===== src/rtl/vga_sched_pkg.sv =====
// Shared types and widths for the vblank update scheduler.
package vga_sched_pkg;

  typedef enum logic [1:0] {
    ST_IDLE = 2'd0,
    ST_REQ  = 2'd1,
    ST_GAP  = 2'd2
  } sched_state_e;

  localparam int FRAME_CNT_W = 16;
  localparam int TO_CNT_W    = 12;

endpackage


===== src/rtl/vblank_update_scheduler_frame_tick_gen.sv =====
// Frame-start detection from the registered vs, frame counter and the
// frames-per-game-tick divider.
module frame_tick_gen
  import vga_sched_pkg::*;
#(
  parameter int   TICK_DIV = 1,
  parameter logic VS_POL   = 1'b0
) (
  input  logic                   clk,
  input  logic                   rst,
  input  logic                   vs_i,
  input  logic                   enable_i,
  output logic                   vs_start_o,
  output logic                   tick_o,
  output logic [FRAME_CNT_W-1:0] frame_cnt_o
);

  localparam int              DIV_W    = 8;
  localparam logic [DIV_W-1:0] DIV_LAST = DIV_W'(TICK_DIV - 1);

  logic                   vs_q;
  logic [DIV_W-1:0]       div_q, div_d;
  logic [FRAME_CNT_W-1:0] frame_cnt_q;

  assign vs_start_o  = (vs_i == VS_POL) && (vs_q != VS_POL);
  assign tick_o      = vs_start_o && enable_i && (div_q == DIV_LAST);
  assign frame_cnt_o = frame_cnt_q;

  // The divider only moves on frame starts and is parked at 0 while disabled.
  always_comb begin
    div_d = div_q;
    if (vs_start_o) begin
      if (!enable_i || (div_q == DIV_LAST)) begin
        div_d = '0;
      end else begin
        div_d = div_q + 1'b1;
      end
    end
  end

  always_ff @(posedge clk or posedge rst) begin
    if (rst) begin
      vs_q        <= ~VS_POL;
      div_q       <= '0;
      frame_cnt_q <= '0;
    end else begin
      vs_q  <= vs_i;
      div_q <= div_d;
      if (vs_start_o) begin
        frame_cnt_q <= frame_cnt_q + 1'b1;
      end
    end
  end

endmodule


===== src/rtl/vblank_update_scheduler.sv =====
// Grants each game-logic update unit one req/ack slot per game tick, in index
// order, during vertical blanking; flags timeouts, overruns and missed ticks.
module vblank_update_scheduler
  import vga_sched_pkg::*;
#(
  parameter int   N_UNITS  = 3,
  parameter int   TICK_DIV = 1,
  parameter int   TIMEOUT  = 4095,
  parameter logic VS_POL   = 1'b0
) (
  input  logic                   clk,
  input  logic                   rst,
  input  logic                   vs_i,
  input  logic                   de_i,
  input  logic                   enable_i,
  input  logic                   err_clr_i,
  input  logic [N_UNITS-1:0]     upd_ack_i,
  output logic [N_UNITS-1:0]     upd_req_o,
  output logic                   busy_o,
  output logic                   done_o,
  output logic [FRAME_CNT_W-1:0] frame_cnt_o,
  output logic [N_UNITS-1:0]     timeout_err_o,
  output logic                   overrun_o,
  output logic                   missed_o
);

  localparam int                 IDX_W    = (N_UNITS > 1) ? $clog2(N_UNITS) : 1;
  localparam logic [IDX_W-1:0]   LAST_IDX = IDX_W'(N_UNITS - 1);
  localparam logic [TO_CNT_W-1:0] TO_LAST = TO_CNT_W'(TIMEOUT - 1);

  sched_state_e          state_q, state_d;
  logic [IDX_W-1:0]      idx_q, idx_d;
  logic [TO_CNT_W-1:0]   to_q, to_d;
  logic [N_UNITS-1:0]    req_q, req_d;
  logic [N_UNITS-1:0]    to_err_q, to_err_d, to_set;
  logic                  done_q, done_d;
  logic                  overrun_q, overrun_d;
  logic                  missed_q, missed_d;
  logic                  busy, vs_start, tick, frame_tick;

  frame_tick_gen #(
    .TICK_DIV (TICK_DIV),
    .VS_POL   (VS_POL)
  ) u_tick (
    .clk         (clk),
    .rst         (rst),
    .vs_i        (vs_i),
    .enable_i    (enable_i),
    .vs_start_o  (vs_start),
    .tick_o      (tick),
    .frame_cnt_o (frame_cnt_o)
  );

  assign frame_tick = vs_start && tick;
  assign busy       = (state_q != ST_IDLE);

  // Request vector is computed alongside the next state so it can be registered.
  always_comb begin
    state_d = state_q;
    idx_d   = idx_q;
    to_d    = to_q;
    req_d   = '0;
    done_d  = 1'b0;
    to_set  = '0;
    case (state_q)
      ST_IDLE: begin
        if (frame_tick) begin
          state_d = ST_REQ;
          idx_d   = '0;
          to_d    = '0;
          req_d   = N_UNITS'(1);
        end
      end
      ST_REQ: begin
        if (upd_ack_i[idx_q]) begin
          state_d = ST_GAP;
          done_d  = (idx_q == LAST_IDX);
        end else if (to_q == TO_LAST) begin
          state_d       = ST_GAP;
          to_set[idx_q] = 1'b1;
          done_d        = (idx_q == LAST_IDX);
        end else begin
          to_d  = to_q + 1'b1;
          req_d = req_q;
        end
      end
      ST_GAP: begin
        if (idx_q == LAST_IDX) begin
          state_d = ST_IDLE;
        end else begin
          state_d = ST_REQ;
          idx_d   = idx_q + 1'b1;
          to_d    = '0;
          req_d   = N_UNITS'(1) << (idx_q + 1'b1);
        end
      end
      default: state_d = ST_IDLE;
    endcase
  end

  // Sticky flags: a new set in the same cycle as a clear takes priority.
  always_comb begin
    to_err_d  = (err_clr_i ? '0 : to_err_q) | to_set;
    overrun_d = (busy && de_i) || (overrun_q && !err_clr_i);
    missed_d  = (busy && frame_tick) || (missed_q && !err_clr_i);
  end

  always_ff @(posedge clk or posedge rst) begin
    if (rst) begin
      state_q   <= ST_IDLE;
      idx_q     <= '0;
      to_q      <= '0;
      req_q     <= '0;
      done_q    <= 1'b0;
      to_err_q  <= '0;
      overrun_q <= 1'b0;
      missed_q  <= 1'b0;
    end else begin
      state_q   <= state_d;
      idx_q     <= idx_d;
      to_q      <= to_d;
      req_q     <= req_d;
      done_q    <= done_d;
      to_err_q  <= to_err_d;
      overrun_q <= overrun_d;
      missed_q  <= missed_d;
    end
  end

  assign upd_req_o     = req_q;
  assign busy_o        = busy;
  assign done_o        = done_q;
  assign timeout_err_o = to_err_q;
  assign overrun_o     = overrun_q;
  assign missed_o      = missed_q;

endmodule

===== config.mk =====
export PLATFORM = sky130hd
export DESIGN_NAME = vblank_update_scheduler
export DESIGN_NICKNAME = d
export VERILOG_FILES = /design/src/rtl/vga_sched_pkg.sv /design/src/rtl/vblank_update_scheduler_frame_tick_gen.sv /design/src/rtl/vblank_update_scheduler.sv
export SDC_FILE = /design/constraint.sdc
export NUM_CORES = 1
export LEC_CHECK = 0
export ABC_CLOCK_PERIOD_IN_PS = 2310
export CAP_MARGIN = 30
export CORE_ASPECT_RATIO = 0.6
export CORE_MARGIN = 2
export CORE_UTILIZATION = 30
export CTS_CLUSTER_SIZE = 30
export DETAILED_ROUTE_END_ITERATION = 7
export DONT_BUFFER_PORTS = 1
export GPL_ROUTABILITY_DRIVEN = 0
export SETUP_SLACK_MARGIN = 0.2
export SYNTH_ARGS = -nofsm -noshare
export SYNTH_HDL_FRONTEND = slang
export SYNTH_SLANG_ARGS = --single-unit

===== constraint.sdc =====
create_clock -name clk -period 2.31 [get_ports clk]
set_input_delay 0.462 -clock clk [delete_from_list [all_inputs] [get_ports clk]]
set_output_delay 0.462 -clock clk [all_outputs]
set_load 0.02 [all_outputs]

==> images/clock_map.png <==
(3 px per um)
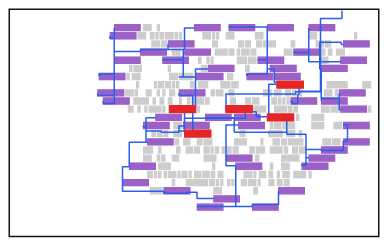
Blue is clock wires, length 647 um. Red is cells driving clock nets, count 5. Purple is flip-flops, count 50.
There are 6 routed clock nets.
clock group share of total power: 0.279
clk pwr: 0.779 mW
Late-Pin Clk Latency: 280 ps

==> images/cell_classes.png <==
(3 px per um)
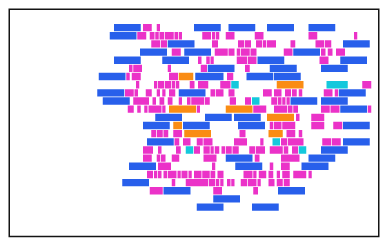
Orange is clock drivers and dummy loads, cells 8, share of their area 5.9%. Magenta is all other logic, cells 191, share of their area 46%. Cyan is other buffers and delay cells, cells 6, share of their area 2.1%. Blue is flip-flops, cells 50, share of their area 46%.
Seq/total area: 0.436
Core Rows: 25
Design Area, Final: 0.00288 mm2
fin util: 0.358

==> images/port_nets.png <==
(4 px per um)
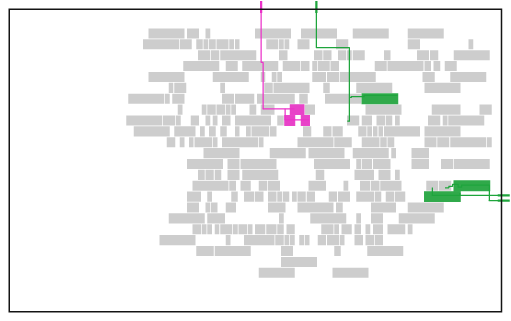
Green is upd_req_o, bits 3, direction output, edge 2 right, 1 top, end cells 3, buffers 0, wire 86.5 um. Magenta is enable_i, bits 1, direction input, edge top, end cells 3, buffers 0, wire 41.5 um.
Port Buffers: 0
Top Ports: 35

==> impl_metrics.env <==
# source this file to load flow results
export IMPL_status="finished clean"
export IMPL_crit_family="AND-OR/OR-AND gates"
export IMPL_path_class="reg -> reg"
export IMPL_hold_viol=0
export IMPL_logic_area_mm2=0.00119
export IMPL_grt_pass1_vias=1671
export IMPL_ys_sh_mux=0.00987
export IMPL_required_ps=2460
export IMPL_rsz0062_at_grt="no"
export IMPL_seq_power_mw=1.32
export IMPL_drive_gt1_frac=0.102
export IMPL_edf_count=0
export IMPL_fp_dieH_um=75.2
export IMPL_grt_use_met1=0.206
export IMPL_crit_path_cell_trace="mux2_4, a211o_4, o22ai_2, buf_4, o221ai_1"
export IMPL_post_place_cells=355
export IMPL_drv_cap=0
export IMPL_crit_arrival_ps=2110
export IMPL_grt_pass1_wl_mm=8.89
export IMPL_yosys_most_used_dff="dfrtp_1"
export IMPL_ys_sh_simple=0.205
export IMPL_drt_total_wl_mm=5.47
export IMPL_top_logic_kind="simple AND/OR/NAND/NOR gates"
export IMPL_dr_pass1_iters=4
export IMPL_reg2reg_slack_ps=350
## worst max path at each step
stage | startpoint | endpoint | slack [ps] | cells after the start
4_1_cts | idx_q[1] | to_q[7] | 370 | 5
2_1_floorplan | idx_q[1] | to_q[10] | 580 | 4
3_3_place_gp | u_tick.div_q[0] | to_q[7] | 90 | 7
5_1_grt | u_tick.div_q[1] | to_q[7] | 210 | 7
3_5_place_dp | u_tick.div_q[0] | to_q[11] | 160 | 7
6_report | idx_q[1] | to_q[7] | 350 | 5
## sequential cells by signal, indices dropped and copies added, names as in the netlist
register	count
upd_req_o	3
to_q	12
u_tick.frame_cnt_o	16
overrun_o	1
done_o	1
idx_q	2
missed_o	1
state_q	2
u_tick.div_q	8
u_tick.vs_q	1
timeout_err_o	3
## per-stage QoR
| step | cell area (um2) | power, mW | util |
|---|---|---|---|
| 2_1_floorplan | 2540 | 1.81 | - |
| 4_1_cts | 2880 | 2.81 | 0.358 |
| 3_3_place_gp | 2710 | 2.01 | 0.337 |
| 6_report | 2880 | 2.80 | 0.358 |
| 3_5_place_dp | 2710 | 2.03 | 0.337 |
| 5_1_grt | 2880 | 2.97 | 0.358 |
## layout make-up
class / count / share of cell area
clock buffers: 7 / 0.0531
clock inverters: 1 / 0.00305
inverters: 20 / 0.0261
multi-input cells: 171 / 0.415
flip-flops and latches: 50 / 0.436
well taps: 108 / 0.0470
repair buffers: 6 / 0.0200
## repair_timing
action,in CTS,in global routing
endpoints found under the setup margin,7,0
setup buffers,0,0
gates resized,1,0
## placed cells by master (no fill, tap or decap), drive strengths merged, types with 8 or more instances in the layout
master | synthesis | routed
xnor2 | 12 | 12
nand2 | 25 | 25
nor2 | 15 | 15
inv | 20 | 20
nand4 | 8 | 8
a21oi | 8 | 8
ha | 10 | 10
nand3 | 10 | 10
dfrtp | 49 | 49
Power is estimated from default activity; no workload was simulated.
